## src/rtl/button_event_detector.sv

```systemverilog
// Turns a debounced, same-clock button level into press/release/long/repeat
// pulses, a held level and a wrapping press counter. All outputs registered.
module button_event_detector #(
    parameter int LONG_CYCLES   = 50000000,
    parameter int REPEAT_CYCLES = 10000000,
    parameter int CNT_W         = 26
) (
    input  logic       i_CLK,
    input  logic       i_RST,
    input  logic       i_Data,
    output logic       o_Press,
    output logic       o_Release,
    output logic       o_Long,
    output logic       o_Repeat,
    output logic       o_Held,
    output logic [7:0] o_Press_Count
);

    typedef enum logic [1:0] {
        ST_IDLE  = 2'd0,
        ST_PRESS = 2'd1,
        ST_HELD  = 2'd2
    } state_t;

    localparam logic [CNT_W-1:0] LONG_LAST   = CNT_W'(LONG_CYCLES - 1);
    localparam logic [CNT_W-1:0] REPEAT_LAST = CNT_W'(REPEAT_CYCLES - 1);

    state_t           state_q, state_d;
    logic [CNT_W-1:0] cnt_q, cnt_d;
    logic             press_q, press_d;
    logic             release_q, release_d;
    logic             long_q, long_d;
    logic             repeat_q, repeat_d;
    logic             held_q, held_d;
    logic [7:0]       press_cnt_q, press_cnt_d;

    always_comb begin
        state_d     = state_q;
        cnt_d       = cnt_q;
        held_d      = held_q;
        press_cnt_d = press_cnt_q;
        press_d     = 1'b0;
        release_d   = 1'b0;
        long_d      = 1'b0;
        repeat_d    = 1'b0;

        unique case (state_q)
            ST_IDLE: begin
                if (i_Data) begin
                    press_d     = 1'b1;
                    press_cnt_d = press_cnt_q + 8'd1;
                    cnt_d       = '0;
                    held_d      = 1'b1;
                    state_d     = ST_PRESS;
                end
            end
            ST_PRESS: begin
                // Release is checked first so it wins over a same-edge long decision.
                if (!i_Data) begin
                    release_d = 1'b1;
                    held_d    = 1'b0;
                    state_d   = ST_IDLE;
                end else if (cnt_q == LONG_LAST) begin
                    long_d  = 1'b1;
                    cnt_d   = '0;
                    state_d = ST_HELD;
                end else begin
                    cnt_d = cnt_q + 1'b1;
                end
            end
            ST_HELD: begin
                if (!i_Data) begin
                    release_d = 1'b1;
                    held_d    = 1'b0;
                    state_d   = ST_IDLE;
                end else if (cnt_q == REPEAT_LAST) begin
                    repeat_d = 1'b1;
                    cnt_d    = '0;
                end else begin
                    cnt_d = cnt_q + 1'b1;
                end
            end
            default: begin
                held_d  = 1'b0;
                cnt_d   = '0;
                state_d = ST_IDLE;
            end
        endcase
    end

    always_ff @(posedge i_CLK) begin
        if (i_RST) begin
            state_q     <= ST_IDLE;
            cnt_q       <= '0;
            press_q     <= 1'b0;
            release_q   <= 1'b0;
            long_q      <= 1'b0;
            repeat_q    <= 1'b0;
            held_q      <= 1'b0;
            press_cnt_q <= '0;
        end else begin
            state_q     <= state_d;
            cnt_q       <= cnt_d;
            press_q     <= press_d;
            release_q   <= release_d;
            long_q      <= long_d;
            repeat_q    <= repeat_d;
            held_q      <= held_d;
            press_cnt_q <= press_cnt_d;
        end
    end

    assign o_Press       = press_q;
    assign o_Release     = release_q;
    assign o_Long        = long_q;
    assign o_Repeat      = repeat_q;
    assign o_Held        = held_q;
    assign o_Press_Count = press_cnt_q;

endmodule

```

## config.mk

```make
export PLATFORM = sky130hd
export DESIGN_NAME = button_event_detector
export DESIGN_NICKNAME = d
export VERILOG_FILES = /design/src/rtl/button_event_detector.sv
export SDC_FILE = /design/constraint.sdc
export NUM_CORES = 1
export LEC_CHECK = 0
export ABC_AREA = 1
export CORE_UTILIZATION = 55
export CTS_BUF_LIST = sky130_fd_sc_hd__clkbuf_16
export CTS_CLUSTER_SIZE = 20
export DETAILED_ROUTE_END_ITERATION = 10
export PLACE_DENSITY = 0.73
export SLEW_MARGIN = 15
export SYNTH_ARGS = -nofsm -noshare
export SYNTH_HDL_FRONTEND = slang
export SYNTH_SLANG_ARGS = --single-unit
```

## constraint.sdc

```tcl
create_clock -name i_CLK -period 2.43 [get_ports i_CLK]
set_clock_uncertainty 0.1 [all_clocks]
set_input_delay 0.243 -clock i_CLK [delete_from_list [all_inputs] [get_ports i_CLK]]
set_output_delay 0.243 -clock i_CLK [all_outputs]
set_load 0.05 [all_outputs]
```

Zoomed window:
Window x 20 to 50, y 6 to 36 um. Cells in grey, sequential cells in the stronger grey; small squares are vias.
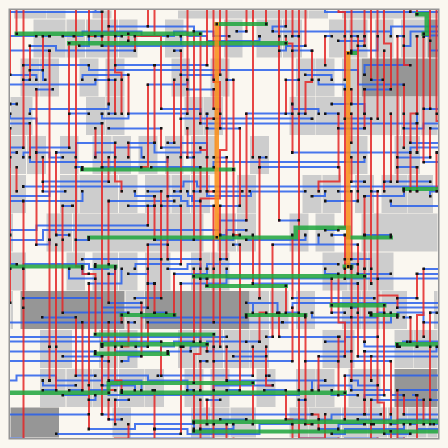
metal 2 -> red
metal 3 -> green
metal 1 -> blue
metal 4 -> orange
sequential cells in the window = 3
most frequent = nand2_1 (36), nor2_1 (23), inv_1 (14)
cells with their middle in the window = 114
netlist names of flops here include = `cnt_q` (3)

Gate-type map:
Drawn at 8 px/um.
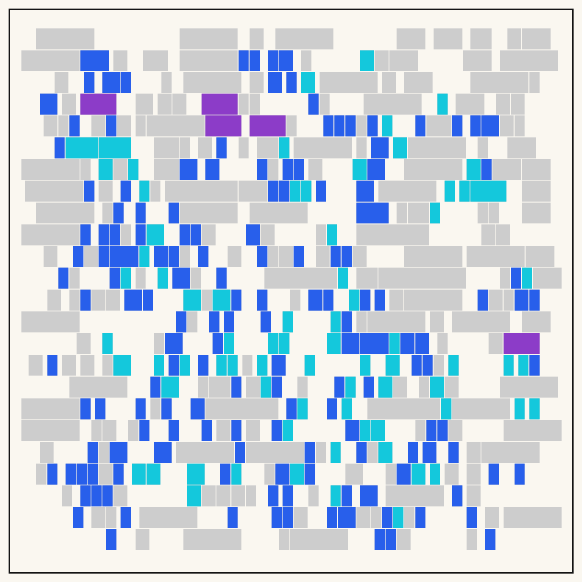
NAND gates -> blue  # cells 156, where spread over the die
adder and majority cells -> purple  # cells 5
NOR gates -> cyan  # cells 74

Routing congestion map:
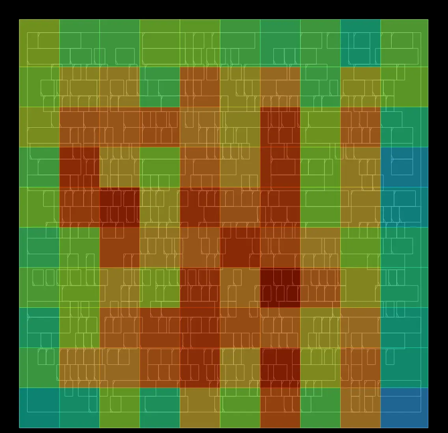
M2 GR Usage: 49.21%
GRT Total Usage: 29.01%
routing usage on met3: 5.916%

==> Changelog: implementation <==
## Flow update

- TritonCTS Buffers: 5
- Final GP Congestion: 0.9601
- GR peak layer: met2
- Cell area after synthesis: 0.002562 mm^2
- Post-synth regs: 41
- Worst reg2reg path depth: 11
- Cells after synthesis: 419
- Chip height: 70.26 um
- Commonest non-fill, non-tap cell in the layout: nand2_1
- Yosys Chip Area: 0.002562 mm^2
- Area growth syn-to-layout: 13.48%
- Row count: 24
- Max transition margin: 64.67%
- Final Critical Period: 2.003 ns
- Worst-Skew Late Latency: 0.28 ns
- Critical Path Sink Type: register
- CTS tree: yes
- Cells along the critical path: inv_1 -> ha_1 -> nor2_1 -> nand2_1 -> nand2_2 -> nand2_1 -> nor2_2 -> nand2_1 -> o21ai_1 -> nand2_1 -> a21oi_1
- Seq/Total Area, Yosys: 32.03%
- Avg WL per Cell: 13.72 um
- Fillers: 430
- Via density: 5.505
- TritonCTS Sinks: 41
- Antenna-violating nets left: 0
- Setup CP Type: reg2reg
- Worst EP arrival: 2.12 ns
- CLK BUF: 5
- CTS Hold Buffers Added: 0
- Peak supply drop: 0.3722 mV
- Distinct cells, synth: 25
- Setup Fix Bufs, Post-CTS: 0
- Top class by area: multi-input combinational cells
- LEAKAGE: 1.147 nW
- Chip Footprint: 0.004936 mm^2
- # resized after CTS: 0
- Core area: 0.004414 mm^2
- Via Count: 2681
- Worst Path Required: 2.54 ns
- Startpoint types: register
- First-pass GRT wire length: 11550 um
- Most frequent cells in the layout: nand2_1, inv_1, nor2_1
- DP Wirelength: 4824 um
- Crit path largest cell delay: 0.35 ns
- Non-clock buffers: 19
- Tool Warnings: 28
- Maximum capacitance violations: 0
- Non-CTS inverters: 61
- Syn_nets: 427
- Max clock buf depth: 2
- Initial antenna violation count: 0
- Clk tree area frac: 5.723%
- Initial DRC count: 124
- Worst hold path depth: 2
- Clock slew seen by the registers of the worst setup and hold paths: 0.06 ns
- Mean Syn Cell Area: 6.116 um^2
- Buffering overhead: 6.196%
- Comb/total area: 49.74%
- Largest net degree at the start of global routing: 28
- Mi-comb count: 306
- Final setup violating endpoints: 0
- Final Power: 1.831 mW
- Tapcells: 52
- PD cells: 629.8 mW/mm^2
- RSZ-0062 raised after global routing: false
- IO Port Bufs: 15
- Hold Fails Final Rpt: 0
- Yosys Warn Count: 0
- Ant. Diodes: 0
- Yosys stat cell total: 419
- Outcome: finished clean
- Flop count: 41
- Worst Path Max Fanout: 13
- MI comb area: 0.001446 mm^2
- Fp util: 58.05%
- Slowest cell on crit path: dfxtp_1
- Fmax: 0.4992 GHz
- Final TNS setup: 0 ns
- Met1 Track Usage GR: 37.35%
- Vias in the first global route: 2555
- Iteration tally of the first detailed-router pass: 5
- Root Driver: clkbuf_16
- Horiz. Die Dim: 70.26 um
- Crit-path most repeated cell: nand2_1
- Post-route DRC: 0
Wire density map:
Drawn at 6 px/um. 14 x 14 tiles, from white (low) to dark blue (high), scaled to the fullest tile. Values are wire area over tile area, all layers added.
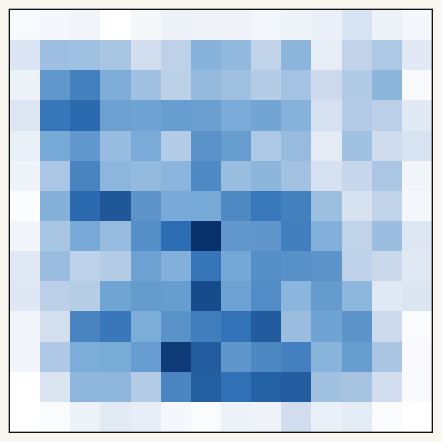
fullest tile = 0.58
mean over tiles = 0.22
tiles over half the peak = 31%

Clock network drawn from the DEF:
Drawn at 6 px/um.
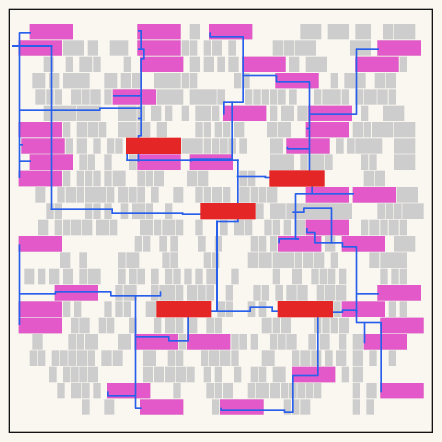
clock wires -> blue  # length 520 um
clock drivers -> red  # count 5
flip-flops -> magenta  # count 41
routed clock nets = 6
flops lie = spread over the die

==> sequential cells by signal (all words and copies together) (netlist names) <==
signal	flops
o_Press	1
cnt_q	26
o_Release	1
state_q	2
o_Repeat	1
o_Held	1
o_Press_Count	8
o_Long	1
==> power breakdown <==
group / switching, mW / internal [mW] / total, mW
clock network: 0.263 / 0.481 / 0.744
registers: 0.0128 / 0.690 / 0.703
logic: 0.277 / 0.108 / 0.385
==> per-stage QoR <==
step / instances / hold WS (ns) / instance area (um^2) / util [%] / worst slack [ns]
3_5_place_dp: 479 / 0.3680 / 2741 / 62.10 / 0.3587
2_1_floorplan: 419 / 0.2204 / 2562 / - / 0.7132
6_report: 487 / 0.3761 / 2908 / 65.87 / 0.4266
4_1_cts: 487 / 0.3772 / 2908 / 65.87 / 0.4490
5_1_grt: 487 / 0.4039 / 2908 / 65.87 / 0.2185
3_3_place_gp: 479 / 0.3536 / 2741 / 62.10 / 0.4173
==> logic make-up (layout without fill, tap and decap cells) <==
| group | count (synthesis) | count (layout) | share of synthesized area [%] |
|---|---|---|---|
| AND/OR/NAND/NOR | 232 | 232 | 39.75 |
| buffers and inverters | 72 | 88 | 11.52 |
| AND-OR/OR-AND | 67 | 67 | 13.57 |
| flip-flops | 41 | 41 | 32.03 |
| adder cells (fa/ha/maj) | 5 | 5 | 2.441 |
| XOR/XNOR | 2 | 2 | 0.6837 |
==> worst paths after layout <==
path / slack (ns) / start / end
setup / recovery: 0.43 / state_q[0]$_SDFFE_PP0P_ / cnt_q[19]$_SDFFE_PP0P_
hold / removal: 0.38 / o_Press_Count[7]$_SDFFE_PP0P_ / o_Press_Count[7]$_SDFFE_PP0P_
hold reg to reg: 0.38 / o_Press_Count[7]$_SDFFE_PP0P_ / o_Press_Count[7]$_SDFFE_PP0P_
setup reg to reg: 0.43 / state_q[0]$_SDFFE_PP0P_ / cnt_q[19]$_SDFFE_PP0P_
==> worst max-delay path: cells and delay by family (launching register included) <==
kind / cells / cell delay (ns)
AND-OR/OR-AND: 2 / 0.25
adder cells (fa/ha/maj): 1 / 0.26
buffers and inverters: 1 / 0.07
flip-flops: 1 / 0.35
AND/OR/NAND/NOR: 7 / 0.90
==> layer usage <==
| layer | up-vias | share of wire, % |
|---|---|---|
| met5 | - | 0 |
| met4 | 0 | 0.85 |
| met3 | 6 | 6.1 |
| met2 | 93 | 47 |
| met1 | 1229 | 46 |
| li1 | 1353 | - |
==> synthesized netlist by cell type <==
library cell  instances  share of area (%)
a21oi_1              42                8.2
nor2_2                6                1.5
buf_6                 3                1.3
o21ai_1               6                1.2
o21ai_0              16                3.1
nor3_1               17                3.3
nand4_1               6                1.5
xor2_1                2               0.68
buf_2                 2               0.39
dfxtp_1              41                 32
nor3b_2               1               0.49
nand2_4               1               0.44
ha_1                  5                2.4
clkbuf_1              6               0.88
inv_2                 3               0.44
nand3_2               3                1.2
inv_1                58                8.5
nor2_4                2               0.88
and3_1                2               0.49
nand2_2               9                2.2
o2111ai_1             2               0.68
nand2_1             122                 18
nor2_1               48                7.0
nand3_1              15                2.9
o211a_1               1               0.39
Power figures rest on the tool's default switching activity, not on a simulated workload.
